--- config.mk ---
export PLATFORM = sky130hd
export DESIGN_NAME = wb_port_arbiter_flat
export DESIGN_NICKNAME = d
export VERILOG_FILES = /design/src/rtl/wb_port_arbiter_if.sv /design/src/rtl/wb_port_arbiter.sv /design/src/flat_wrapper.sv
export SDC_FILE = /design/constraint.sdc
export NUM_CORES = 1
export LEC_CHECK = 0
export ABC_AREA = 1
export CORE_ASPECT_RATIO = 1.25
export CORE_MARGIN = 2
export CORE_UTILIZATION = 40
export CTS_CLUSTER_SIZE = 16
export DETAILED_ROUTE_END_ITERATION = 6
export HOLD_SLACK_MARGIN = 0.02
export PLACE_DENSITY = 0.71
export SLEW_MARGIN = 25
export SYNTH_ARGS = -nofsm -noshare
export SYNTH_HDL_FRONTEND = slang
export SYNTH_SLANG_ARGS = --single-unit
--- constraint.sdc ---
create_clock -name clk -period 3.5 [get_ports clk]
set_clock_uncertainty 0.05 [all_clocks]
set_input_delay 0.525 -clock clk [delete_from_list [all_inputs] [get_ports clk]]
set_output_delay 0.525 -clock clk [all_outputs]
set_load 0.1 [all_outputs]
--- src/rtl/wb_port_arbiter_if.sv ---
// Register-file write-port bus: pipeline writeback, long-latency results and
// the arbitrated register-file write. The arbiter takes the slave side.
interface wb_port_arbiter_if;
    logic        wb_valid;
    logic [4:0]  wb_rd;
    logic [31:0] wb_data;
    logic        ll_valid;
    logic [4:0]  ll_rd;
    logic [31:0] ll_data;
    logic        ll_ready;
    logic        pipe_stall;
    logic        rf_we;
    logic [4:0]  rf_waddr;
    logic [31:0] rf_wdata;

    // Handshake: a long-latency result transfers on a cycle where ll_valid and
    // ll_ready are both high; ll_ready never depends on the same-cycle pipeline write.
    modport slave (
        input  wb_valid, wb_rd, wb_data, ll_valid, ll_rd, ll_data,
        output ll_ready, pipe_stall, rf_we, rf_waddr, rf_wdata
    );

    modport master (
        output wb_valid, wb_rd, wb_data, ll_valid, ll_rd, ll_data,
        input  ll_ready, pipe_stall, rf_we, rf_waddr, rf_wdata
    );
endinterface

--- src/rtl/wb_port_arbiter.sv ---
// Shares the register-file write port between in-order writeback and buffered
// long-latency results; an age counter forces a drain so buffered results cannot starve.
module wb_port_arbiter #(
    parameter int DEPTH    = 2,
    parameter int MAX_WAIT = 4
) (
    input  logic              clk,
    input  logic              rst_n,
    wb_port_arbiter_if.slave  bus
);
    localparam int PW = (DEPTH > 1) ? $clog2(DEPTH) : 1;
    localparam int CW = $clog2(DEPTH + 1);
    localparam int AW = $clog2(MAX_WAIT + 1);

    logic [4:0]    r_mem_rd   [DEPTH];
    logic [31:0]   r_mem_data [DEPTH];
    logic [PW-1:0] r_wptr;
    logic [PW-1:0] r_rptr;
    logic [CW-1:0] r_count;
    logic [AW-1:0] r_age;

    logic w_empty;
    logic w_full;
    logic w_wb_write;
    logic w_force;
    logic w_pop;
    logic w_push;
    logic w_ready;

    assign w_empty    = (r_count == '0);
    assign w_full     = (r_count == CW'(DEPTH));
    assign w_wb_write = bus.wb_valid && (bus.wb_rd != 5'd0);
    assign w_force    = !w_empty && (r_age == AW'(MAX_WAIT));
    assign w_pop      = rst_n && !w_empty && (w_force || !w_wb_write);
    assign w_ready    = rst_n && !w_full;
    // Writes to r0 complete the handshake but are dropped rather than stored.
    assign w_push     = bus.ll_valid && w_ready && (bus.ll_rd != 5'd0);

    assign bus.ll_ready = w_ready;

    always_comb begin
        bus.rf_we      = 1'b0;
        bus.rf_waddr   = 5'd0;
        bus.rf_wdata   = 32'd0;
        bus.pipe_stall = 1'b0;
        if (rst_n) begin
            if (w_force) begin
                bus.rf_we      = 1'b1;
                bus.rf_waddr   = r_mem_rd[r_rptr];
                bus.rf_wdata   = r_mem_data[r_rptr];
                bus.pipe_stall = 1'b1;
            end else if (w_wb_write) begin
                bus.rf_we    = 1'b1;
                bus.rf_waddr = bus.wb_rd;
                bus.rf_wdata = bus.wb_data;
            end else if (!w_empty) begin
                bus.rf_we    = 1'b1;
                bus.rf_waddr = r_mem_rd[r_rptr];
                bus.rf_wdata = r_mem_data[r_rptr];
            end
        end
    end

    always_ff @(posedge clk) begin
        if (w_push) begin
            r_mem_rd[r_wptr]   <= bus.ll_rd;
            r_mem_data[r_wptr] <= bus.ll_data;
        end
    end

    always_ff @(posedge clk or negedge rst_n) begin
        if (!rst_n) begin
            r_wptr  <= '0;
            r_rptr  <= '0;
            r_count <= '0;
            r_age   <= '0;
        end else begin
            if (w_push) begin
                r_wptr <= r_wptr + PW'(1);
            end
            if (w_pop) begin
                r_rptr <= r_rptr + PW'(1);
            end
            if (w_push && !w_pop) begin
                r_count <= r_count + CW'(1);
            end else if (w_pop && !w_push) begin
                r_count <= r_count - CW'(1);
            end
            // Age measures how long the current head has waited for a slot.
            if (w_pop || w_empty) begin
                r_age <= '0;
            end else if (r_age != AW'(MAX_WAIT)) begin
                r_age <= r_age + AW'(1);
            end
        end
    end
endmodule

--- src/flat_wrapper.sv ---
// flat-port wrapper written by rule: the top's interface ports become plain ports
module wb_port_arbiter_flat 
#(
    parameter int DEPTH    = 2,
    parameter int MAX_WAIT = 4
)
  (clk, rst_n, bus_wb_valid, bus_wb_rd, bus_wb_data, bus_ll_valid, bus_ll_rd, bus_ll_data, bus_ll_ready, bus_pipe_stall, bus_rf_we, bus_rf_waddr, bus_rf_wdata);
  wb_port_arbiter_if bus_i ();
  input  logic clk;
  input  logic rst_n;
  input wire logic [$bits(bus_i.wb_valid)-1:0] bus_wb_valid;
  input wire logic [$bits(bus_i.wb_rd)-1:0] bus_wb_rd;
  input wire logic [$bits(bus_i.wb_data)-1:0] bus_wb_data;
  input wire logic [$bits(bus_i.ll_valid)-1:0] bus_ll_valid;
  input wire logic [$bits(bus_i.ll_rd)-1:0] bus_ll_rd;
  input wire logic [$bits(bus_i.ll_data)-1:0] bus_ll_data;
  output wire logic [$bits(bus_i.ll_ready)-1:0] bus_ll_ready;
  output wire logic [$bits(bus_i.pipe_stall)-1:0] bus_pipe_stall;
  output wire logic [$bits(bus_i.rf_we)-1:0] bus_rf_we;
  output wire logic [$bits(bus_i.rf_waddr)-1:0] bus_rf_waddr;
  output wire logic [$bits(bus_i.rf_wdata)-1:0] bus_rf_wdata;
  assign bus_i.wb_valid = bus_wb_valid;
  assign bus_i.wb_rd = bus_wb_rd;
  assign bus_i.wb_data = bus_wb_data;
  assign bus_i.ll_valid = bus_ll_valid;
  assign bus_i.ll_rd = bus_ll_rd;
  assign bus_i.ll_data = bus_ll_data;
  assign bus_ll_ready = bus_i.ll_ready;
  assign bus_pipe_stall = bus_i.pipe_stall;
  assign bus_rf_we = bus_i.rf_we;
  assign bus_rf_waddr = bus_i.rf_waddr;
  assign bus_rf_wdata = bus_i.rf_wdata;
  wb_port_arbiter #(.DEPTH(DEPTH), .MAX_WAIT(MAX_WAIT)) u_core (.clk(clk), .rst_n(rst_n), .bus(bus_i));
endmodule
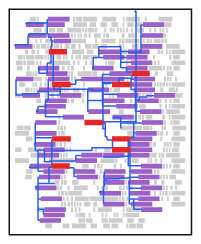
Fig. 1. Clock distribution (run 1).
Drawn at 2 px/um.
legend:
  flip-flops:
    colour: purple
    count: 81
  clock-net drivers:
    colour: red
    count: 9
  clock wires:
    colour: blue
    length: 894 um
routed clock nets: 10

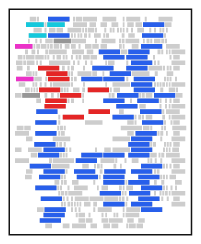
Fig. 2. Sequential cells grouped by signal name (run 1).
Drawn at 2 px/um. Other sequential cells in the stronger grey, the rest of the logic in the fainter grey.
legend:
  u_core.r_mem_rd:
    colour: red
    flops: 10
  u_core.r_count:
    colour: magenta
    flops: 2
  u_core.r_age:
    colour: cyan
    flops: 3
  u_core.r_mem_data:
    colour: blue
    flops: 64

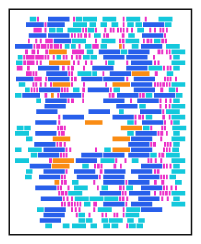
Fig. 3. Cell classes on the final placement (run 1).
Drawn at 2 px/um.
legend:
  sequential cells:
    colour: blue
    cells: 81
    share_of_their_area: 43%
  remaining logic cells:
    colour: magenta
    cells: 279
    share_of_their_area: 22%
  clock drivers and dummy loads:
    colour: orange
    cells: 15
    share_of_their_area: 6.0%
  remaining buffers and delay cells:
    colour: cyan
    cells: 124
    share_of_their_area: 29%
Seq/total area: 0.421
fin util: 0.624
Core ar.: 9130 um2
Final Cell Area: 5700 um2

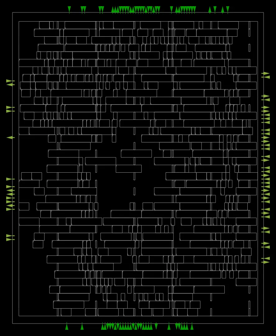
Fig. 4. Placed standard cells (run 1).
Flops: 81
fill count: 747
tap cells: 123
fin cells: 622
row count: 39

==> flow_summary.yaml, run 1 <==
# flow metrics
synthesis:
  synthesis.area_um2: 3730
  ys_chip_area_um2: 3730
  topCellsByArea: "edfxtp_1 59%, nor2_1 15%, nand2_1 5.2%"
  yosysUniqueCellTypes: 24
  ff_type: "edfxtp_1"
  fp_nets: 460
  ys_cells: 379
  synth_top_cell_by_area: "edfxtp_1"
  syn_avg_cell_area_um2: 9.85
  synth_cells: 379
  edf_count: 74
  top_area_frac: 0.595
  synth-seq-area-share: 0.642
  ys_warn_count: 0
  ys.flops: 81
  ys_async_sr_fraction: 0.0864
global_routing:
  grt_remaining_overflow: 0
  antenna_found_initial: 0
  groute.usage.overall: 0.177
  grt_max_degree: 39
  grt_pass1_vias: 3044
  grt_pass1_wl_um: 14100
routing:
  drc: 0
  num_vias: 2948
  drt_pre_antenna_iters: 4
  wl_um: 8690
  drt_iter0_markers: 147
  wire_per_inst_um: 14.0
  viasPerCell: 4.74
  ant_nets: 0
sta:
  worstMarginPinSlew_ns: 0.555
  final-hold-violation-count: 0
  setup_ws_ns: 0.497
  slew_headroom: 0.629
  setup_violations: 0
  slew_viol_final: 0
  rsz0062_at_grt: "false"
  fin_crit_ns: 3.00
  max_freq_mhz: 333
  whs_ns: 0.405
  tns_ns: 0
  finalCritPeriodShare: 0.858
run:
  cap_viol_max_count: 0
  tool_warnings: 27
worst_setup_path:
  path_max_fanout: 37
  critPathArrivalTime_ns: 2.43
  cp_common_cell: "nand2_1"
  critPathBufInv: 3
  critPathMaxStageDelay_ns: 0.45
  crit_path_cell_trace: "clkdlybuf4s50_1 > nor2_1 > nand3_2 > nand2_1 > nand2_1 > nand2_1 > clkinv_2 > nand2_1 > nor2_1 > buf_12"
  critical_path.top_delay_family: "buffers and inverters"
  crit_required_ns: 2.92
  crit_path_end_kind: "primary output"
  slowest_stage: "clkinv_2"
  cp-start-kind: "input port"
  critical_path_class: "in -> out"
clock_network:
  clock_latency_ns: 0.32
  cts-root-buf: "clkbuf_16"
  cts-resized-gates: 0
  cts_hold_buf: 0
  clkTransAtPathRegs_ns: 0.06
  cts_buffers: 9
  htreeDepth: 3
  clkSinkCount: 81
  postCtsSetupRepairBufs: 0
  cts_buffer_depth: 2
  cts_tree: "done"
floorplanning:
  initial_core_util: 0.409
  dieArea_um2: 10100
  dieWidth_um: 90.4
  die_y_um: 112
  io_pins: 118
status:
  status: "finished, final reports clean"
placed_design:
  portBuffers: 117
  dp_hpwl_um: 5940
  gp_congestion: 0.766
  pre_cts_slack_ns: 0.493
  place_area_um2: 5370
finish:
  nets: 576
  area_growth_pct: 52.6
  drive_gt1_frac: 0.146
  n_antenna_cell: 0
power:
  power.static_leakage_uw: 0.00228
  ir_worst_vdd_v: 0.000583
  powerDensity_nw_per_um2: 795
  total_power_uw: 4530
worst_hold_path:
  hold_class: "in -> async"
run 1: layout make-up:
cell class | count | area, um2
multi-input cells | 263 | 1140
repair buffers | 124 | 1610
clock buffers | 9 | 225
well taps | 123 | 154
flip-flops and latches | 81 | 2400
inverters | 16 | 61.3
clock inverters | 6 | 108
fillers | 747 | 3430
run 1: metrics by stage:
step | util | cells
floorplan | - | 379
global placement | 0.588 | 607
detailed placement | 0.588 | 607
CTS | 0.624 | 622
global route | 0.624 | 622
finish | 0.624 | 622
run 1: flip-flops by register name, summed over array words and instances (netlist names):
signal,flops
u_core.r_wptr,1
u_core.r_rptr,1
u_core.r_age,3
u_core.r_count,2
u_core.r_mem_rd,10
u_core.r_mem_data,64
run 1: synth_stat cells, types with 2 or more instances:
library cell,number
o21ai_0,27
buf_2,9
dfrtp_1,7
nand4_1,2
edfxtp_1,74
inv_1,12
xor2_1,3
nand2_1,52
nand3_1,2
o21ai_1,13
inv_2,3
ha_1,3
nor2_1,152
buf_6,7
nor2_2,2
nand2_4,2
buf_4,2
run 1: cells in the final DEF, fill, tap and decap left out, types with 7 or more instances in the layout:
master and count:
clkbuf_16 9, clkdlybuf4s50_1 77, buf_4 8, o21ai_1 13, nand2_1 52, o21ai_0 27
buf_12 39, nor2_1 151, inv_1 12, edfxtp_1 74, dfrtp_1 7
run 1: kinds of logic (layout without fill, tap and decap cells):
| kind of cell | Yosys count | count (layout) | synth area share |
|---|---|---|---|
| flip-flops | 81 | 81 | 0.642 |
| AND-OR/OR-AND | 41 | 41 | 0.0549 |
| buffers and inverters | 35 | 155 | 0.0546 |
| adder cells (fa/ha/maj) | 3 | 3 | 0.0101 |
| XOR/XNOR | 4 | 4 | 0.00938 |
| AND/OR/NAND/NOR | 215 | 215 | 0.229 |
run 1: report_power, final:
| group | leakage (uW) | total, uW | switching [uW] | internal, uW |
|---|---|---|---|---|
| registers | 0.000761 | 1260 | 48.8 | 1210 |
| logic | 0.00136 | 2230 | 1510 | 722 |
| clock network | 0.000161 | 1040 | 346 | 689 |
run 1: worst register-to-register path, cell delays in order (launching register included):
cell and delay (ns):
dfrtp_1 0.41, inv_1 0.08, ha_1 0.13, nand2_1 0.05
inv_1 0.11, nand2_4 0.07, nand3_4 0.26, buf_4 0.32
nand2_1 0.19, ha_1 0.35, a21oi_1 0.12, o21ai_0 0.11
xor2_1 0.15
run 1: worst paths after layout:
path	slack (ns)	endpoint	from	depth (start not counted)
setup / recovery	0.50	bus_rf_wdata[23]	bus_wb_rd[0]	10
hold / removal	0.41	u_core.r_count[0]	rst_n	1
setup reg to reg	0.96	u_core.r_count[1]	u_core.r_age[1]	12
hold reg to reg	0.43	u_core.r_wptr	u_core.r_wptr	2
max in group asynchronous	2.61	u_core.r_age[1]	rst_n	2
min in group clk	0.43	u_core.r_wptr	u_core.r_wptr	2
run 1: layer usage:
| layer | vias up | track usage | share of wire |
|---|---|---|---|
| met5 | - | 0 | 0 |
| met4 | 0 | 0.0667 | 0.018 |
| met3 | 13 | 0.0383 | 0.038 |
| met2 | 80 | 0.340 | 0.56 |
| met1 | 1383 | 0.189 | 0.39 |
| li1 | 1472 | - | - |
==> run 2, diff against run 1 <==
- clock period: 3.5 -> 2.9 ns (I/O delays scaled with it)
==> run 2 against run 1 <==
Effect of this change: synthesized cell count unchanged; cell count up 0.48%; wire length down 0.24%; sequential share of layout area down 0.98 points; first-iteration DRC count up 25%; sequential cell count unchanged; cell area up 2.4%; die size unchanged; via count up 0.64%; sequential power up 21%; register-to-register slack worse by 0.14 ns; synthesized area unchanged; critical endpoint is now bus_rf_waddr[2]; largest power group unchanged.
==> flow_summary.yaml, run 2 <==
# flow metrics
status:
  status: "finished, final reports clean"
sta:
  setup_violations: 0
  final-hold-violation-count: 0
  fin_crit_ns: 2.68
  finalCritPeriodShare: 0.926
  slew_headroom: 0.720
  rsz0062_at_grt: "false"
  max_freq_mhz: 372
  worstMarginPinSlew_ns: 0.420
  slew_viol_final: 0
  tns_ns: 0
floorplanning:
  die_y_um: 112
  io_pins: 118
  dieArea_um2: 10100
  initial_core_util: 0.409
  core-area_um2: 9130
  dieWidth_um: 90.4
  num_rows: 39
power:
  combPwrFrac: 0.493
  ir_worst_vdd_v: 0.000516
  switchingPower_uw: 2320
  seqPwrFrac: 0.270
  powerDensity_nw_per_um2: 964
  clockPowerShare: 0.236
  p_sw_frac: 0.411
  power.static_leakage_uw: 0.00231
  intPower_uw: 3310
routing:
  drc: 0
  drt_iter0_markers: 184
  num_vias: 2967
  drt_pre_antenna_iters: 4
  wl_um: 8670
  ant_nets: 0
  wire_per_inst_um: 13.9
  viasPerCell: 4.75
global_routing:
  grt_pass1_wl_um: 14300
  grt_pass1_vias: 3078
  grt_remaining_overflow: 0
  groute.usage.overall: 0.178
  antenna_found_initial: 0
  grt_max_degree: 38
finish:
  nets: 580
  mostFrequentLayoutCells: "132 x nor2_1, 77 x clkdlybuf4s50_1, 74 x edfxtp_1"
  area_growth_pct: 56.2
  largest_reg_flops: 64
  n_antenna_cell: 0
  top_regs: "u_core.r_mem_data (64), u_core.r_mem_rd (10), u_core.r_age (3)"
  drive_gt1_frac: 0.189
  top_register: "u_core.r_mem_data"
  layout_top_cell: "nor2_1"
synthesis:
  common_cells: "152 x nor2_1, 74 x edfxtp_1, 52 x nand2_1"
  synthesis.area_um2: 3730
  ys_cells: 379
  synth-seq-area-share: 0.642
  ff_type: "edfxtp_1"
  ys.flops: 81
  topCellsByArea: "edfxtp_1 59%, nor2_1 15%, nand2_1 5.2%"
  fp_nets: 460
  ys_chip_area_um2: 3730
  synth_top_cell_by_area: "edfxtp_1"
  yosysUniqueCellTypes: 24
  ys_async_sr_fraction: 0.0864
  ys_warn_count: 0
  yosysMostFrequentCell: "nor2_1"
  top_area_frac: 0.595
  edf_count: 74
  synth_cells: 379
  syn_avg_cell_area_um2: 9.85
worst_hold_path:
  hold_class: "in -> async"
worst_setup_path:
  critical_path_class: "reg -> out"
  critPathMaxStageDelay_ns: 0.39
  crit_path_end_kind: "primary output"
  critPathArrivalTime_ns: 2.20
  critical_path.top_delay_family: "buffers and inverters"
  slowest_stage: "dfrtp_1"
  cp-start-kind: "flop"
  path_max_fanout: 25
  critPathBufInv: 4
  crit_path_cell_trace: "inv_1 > ha_1 > nand2_1 > inv_1 > nand2_4 > nand3_4 > buf_4 > o21ai_0 > nand2_1 > nor2_1 > buf_12"
  crit_required_ns: 2.41
clock_network:
  cts_buffer_depth: 2
  cts_tree: "done"
  htreeDepth: 3
  clkSinkCount: 81
  cts_hold_buf: 0
  cts-resized-gates: 0
  clkTransAtPathRegs_ns: 0.05
  cts-root-buf: "clkbuf_16"
  cts_buffers: 9
  postCtsSetupRepairBufs: 0
run:
  tool_warnings: 27
  cap_viol_max_count: 0
placed_design:
  dp_hpwl_um: 6030
  gp_congestion: 0.775
  place_area_um2: 5480
  portBuffers: 117
## run 2: cell types whose count changed in the layout (fill, tap and decap cells not counted), sizes merged
| cell | previous run | this run |
|---|---|---|
| bufinv | 3 | 4 |
| clkinvlp | 1 | 0 |
| clkinv | 3 | 2 |
| buf | 47 | 51 |
## run 2: cell type report
class	count	area, um2
clock buffer	9	225
clock inverter	5	129
fill	723	3290
inverter	16	61.3
multi-input combinational	263	1190
sequential	81	2400
tap	123	154
timing repair buffer	128	1680
## run 2: stage by stage
step	util	setup WS [ns]	hold WS, ns	power [uW]	std cells
floorplan	-	0.0147	0.0894	3360	379
global placement	0.601	0.333	0.413	4280	611
detailed placement	0.601	0.317	0.433	4330	611
CTS	0.639	0.228	0.283	5670	625
global route	0.639	0.0678	0.291	5880	625
finish	0.639	0.215	0.295	5630	625
## run 2: power groups by stage
stage / Combinational (uW) / Sequential (uW) / Clock (uW)
floorplan: 1830 / 1530 / 0
global placement: 2750 / 1530 / 0
detailed placement: 2790 / 1540 / 0
CTS: 2800 / 1520 / 1350
global route: 2950 / 1530 / 1400
finish: 2780 / 1520 / 1330
## run 2: kinds of logic after synthesis
family / Yosys count / synth area share
AND/OR/NAND/NOR: 215 / 0.229
adder cells (fa/ha/maj): 3 / 0.0101
buffers and inverters: 35 / 0.0546
flip-flops: 81 / 0.642
AND-OR/OR-AND: 41 / 0.0549
XOR/XNOR: 4 / 0.00938
## run 2: path summary, 6_finish.rpt
path / end / slack [ns] / cells past startpoint / startpoint
setup reg to reg: u_core.r_count[1] / 0.82 / 11 / u_core.r_age[0]
setup / recovery: bus_rf_waddr[2] / 0.22 / 11 / u_core.r_age[0]
hold / removal: u_core.r_rptr / 0.30 / 1 / rst_n
max in group asynchronous: u_core.r_age[2] / 2.13 / 2 / rst_n
hold reg to reg: u_core.r_wptr / 0.44 / 2 / u_core.r_wptr
min in group clk: u_core.r_wptr / 0.44 / 2 / u_core.r_wptr
## run 2: layer usage
metal	vias to the layer above	global-route usage	wire length [um]
met4	0	0.0821	190
met3	14	0.0376	423
li1	1482	-	-
met2	77	0.316	4590
met1	1394	0.208	3470
met5	-	0	0
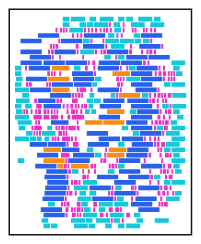
Fig. 5. Cell classes on the final placement (run 2).
Drawn at 2 px/um.
legend:
  clock drivers and dummy loads:
    colour: orange
    cells: 14
    share_of_their_area: 6.2%
  remaining buffers and delay cells:
    colour: cyan
    cells: 128
    share_of_their_area: 30%
  sequential cells:
    colour: blue
    cells: 81
    share_of_their_area: 42%
  remaining logic cells:
    colour: magenta
    cells: 279
    share_of_their_area: 22%
Final Cell Area: 5830 um2
fin util: 0.639

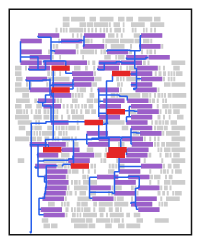
Fig. 6. Clock distribution (run 2).
Drawn at 2 px/um.
legend:
  flip-flops:
    colour: purple
    count: 81
  clock-net drivers:
    colour: red
    count: 9
  clock wires:
    colour: blue
    length: 834 um
routed clock nets: 10
Clk power: 1330 uW
clk_lat worst skew: 0.32 ns

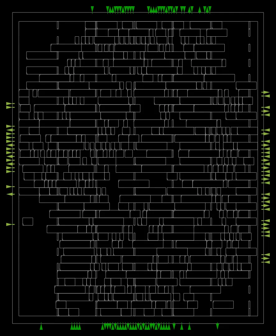
Fig. 7. Placed standard cells (run 2).
fill count: 723
fin cells: 625
Seq/total area: 0.411

==> run 3, diff against run 2 <==
- GPL_ROUTABILITY_DRIVEN: default -> 0
==> run 3 against run 2 <==
Effect of this change: cell area stayed put; synthesized area did not move; sequential share of layout area stayed put; count of clock-buffer cells in the layout stayed put; sequential power barely moved; combinational power about the same; highest routed layer unchanged; die size unchanged; setup slack did not move.
==> flow_summary.yaml, run 3 <==
# flow metrics
status:
  status: "finished, final reports clean"
clock_network:
  clock_latency_ns: 0.32
  postCtsSetupRepairBufs: 0
  cts-resized-gates: 0
  htreeDepth: 3
  clkTransAtPathRegs_ns: 0.05
  cts_hold_buf: 0
  cts_buffer_depth: 2
  cts_tree: "done"
  cts-root-buf: "clkbuf_16"
  cts_buffers: 9
  clkSinkCount: 81
finish:
  layout_top_cell: "nor2_1"
  mi_logic_area_um2: 1190
  top_register: "u_core.r_mem_data"
  area_growth_pct: 56.2
  nets: 580
  n_antenna_cell: 0
  fillCellCount: 723
  top_regs: "u_core.r_mem_data (64), u_core.r_mem_rd (10), u_core.r_age (3)"
  mostFrequentLayoutCells: "132 x nor2_1, 77 x clkdlybuf4s50_1, 74 x edfxtp_1"
  largest_reg_flops: 64
  drive_gt1_frac: 0.189
  flop_area_um2: 2400
floorplanning:
  initial_core_util: 0.409
  core-area_um2: 9130
  num_rows: 39
  die_y_um: 112
  dieWidth_um: 90.4
  dieArea_um2: 10100
synthesis:
  ys_cells: 379
  ys_async_sr_fraction: 0.0864
  synthesis.area_um2: 3730
  ys.flops: 81
  yosysMostFrequentCell: "nor2_1"
  fp_nets: 460
  syn_avg_cell_area_um2: 9.85
  synth_top_cell_by_area: "edfxtp_1"
  yosysUniqueCellTypes: 24
  edf_count: 74
  top_area_frac: 0.595
  synth-seq-area-share: 0.642
  ys_chip_area_um2: 3730
  ff_type: "edfxtp_1"
  synth_cells: 379
  common_cells: "152 x nor2_1, 74 x edfxtp_1, 52 x nand2_1"
  ys_warn_count: 0
  topCellsByArea: "edfxtp_1 59%, nor2_1 15%, nand2_1 5.2%"
power:
  power.static_leakage_uw: 0.00231
  ir_worst_vdd_v: 0.000516
  powerDensity_nw_per_um2: 964
worst_setup_path:
  r2r_start: "u_core.r_age[0]"
  path_max_fanout: 25
  critPathArrivalTime_ns: 2.20
  r2r_cells: 11
  startpoint: "u_core.r_age[0]"
  crit_path_end_kind: "primary output"
  cp-start-kind: "flop"
  critical_path_class: "reg -> out"
  crit_required_ns: 2.41
sta:
  slew_viol_final: 0
  fin_crit_ns: 2.68
  rsz0062_at_grt: "false"
  slew_headroom: 0.720
  final-hold-violation-count: 0
  setup_violations: 0
  worstMarginPinSlew_ns: 0.420
  tns_ns: 0
  whs_ns: 0.295
  max_freq_mhz: 372
  finalCritPeriodShare: 0.926
run:
  cap_viol_max_count: 0
  tool_warnings: 27
global_routing:
  groute.usage.overall: 0.178
  grt_pass1_wl_um: 14300
  grt_max_degree: 38
  grt_remaining_overflow: 0
  grt_pass1_vias: 3078
  antenna_found_initial: 0
routing:
  wire_per_inst_um: 13.9
  drt_pre_antenna_iters: 4
  drc: 0
  wl_um: 8670
  viasPerCell: 4.75
  num_vias: 2967
  drt_iter0_markers: 184
  ant_nets: 0
worst_hold_path:
  hold_class: "in -> async"
placed_design:
  dp_hpwl_um: 6030
-- run 3: cell counts in the layout (fill, tap and decap cells not counted) --
Identical to the previous run, type by type.
-- run 3: path summary, 6_finish.rpt --
path                                          end  slack [ns]
worst max-delay path              bus_rf_waddr[2]        0.22
worst min-delay path                u_core.r_rptr        0.30
worst max register to register  u_core.r_count[1]        0.82
worst min register to register      u_core.r_wptr        0.44
max in group asynchronous         u_core.r_age[2]        2.13
min in group clk                    u_core.r_wptr        0.44
-- run 3: power by group --
part / switching (uW) / internal [uW] / leakage (uW) / total, uW
logic: 1850 / 929 / 0.00138 / 2780
registers: 58.8 / 1460 / 0.000761 / 1520
clock network: 409 / 920 / 0.000172 / 1330
total: 2320 / 3310 / 0.00231 / 5630
-- run 3: through the flow --
stage	total power, uW	util	instance area (um2)	cells	setup WS, ns
after global routing	5880	0.639	5830	625	0.0678
after CTS	5670	0.639	5830	625	0.228
after floorplan	3360	-	3780	379	0.0147
after detailed placement	4330	0.601	5480	611	0.317
final	5630	0.639	5830	625	0.215
after global placement	4280	0.601	5480	611	0.333
-- run 3: routing by layer --
| metal | up-vias | wire length [um] | GRT usage |
|---|---|---|---|
| met5 | - | 0 | 0 |
| met4 | 0 | 190 | 0.0821 |
| met3 | 14 | 423 | 0.0376 |
| met2 | 77 | 4590 | 0.316 |
| met1 | 1394 | 3470 | 0.208 |
| li1 | 1482 | - | - |
-- run 3: area by class of cell --
| type | count | share of cell area |
|---|---|---|
| clock buffer | 9 | 0.0386 |
| timing repair buffer | 128 | 0.288 |
| tap | 123 | 0.0264 |
| multi-input combinational | 263 | 0.204 |
| clock inverter | 5 | 0.0221 |
| inverter | 16 | 0.0105 |
| sequential | 81 | 0.411 |
-- run 3: kinds of logic after synthesis --
group	after synthesis	synth area share
AOI/OAI and AO/OA	41	0.0549
buffers and inverters	35	0.0546
xor gates and xnor gates	4	0.00938
DFF	81	0.642
adders and majority gates	3	0.0101
and+or+nand+nor	215	0.229
-- run 3: worst max-delay path, stage by stage (launching register included) --
cell	delay, ns
dfrtp_1	0.39
inv_1	0.08
ha_1	0.19
nand2_1	0.06
inv_1	0.07
nand2_4	0.08
nand3_4	0.11
buf_4	0.24
o21ai_0	0.12
nand2_1	0.09
nor2_1	0.23
buf_12	0.22
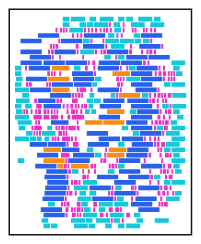
Fig. 8. Cell classes on the final placement (run 3).
Drawn at 2 px/um.
legend:
  remaining buffers and delay cells:
    colour: cyan
    cells: 128
    share_of_their_area: 30%
  sequential cells:
    colour: blue
    cells: 81
    share_of_their_area: 42%
  remaining logic cells:
    colour: magenta
    cells: 279
    share_of_their_area: 22%
  clock drivers and dummy loads:
    colour: orange
    cells: 14
    share_of_their_area: 6.2%

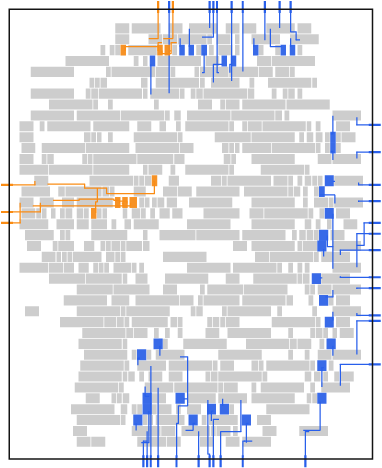
Fig. 9. I/O nets highlighted (run 3).
Drawn at 4 px/um.
legend:
  bus_rf_wdata:
    colour: blue
    bits: 32
    direction: output
    end_cells: 32
    buffers: 32
    wire: 461 um
  bus_wb_rd:
    colour: orange
    bits: 5
    direction: input
    end_cells: 8
    buffers: 5
    wire: 146 um
io pins: 118
Buffers on Ports: 117

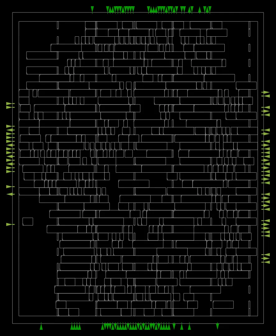
Fig. 10. Placed standard cells (run 3).

Power and IR drop assume default switching activity.
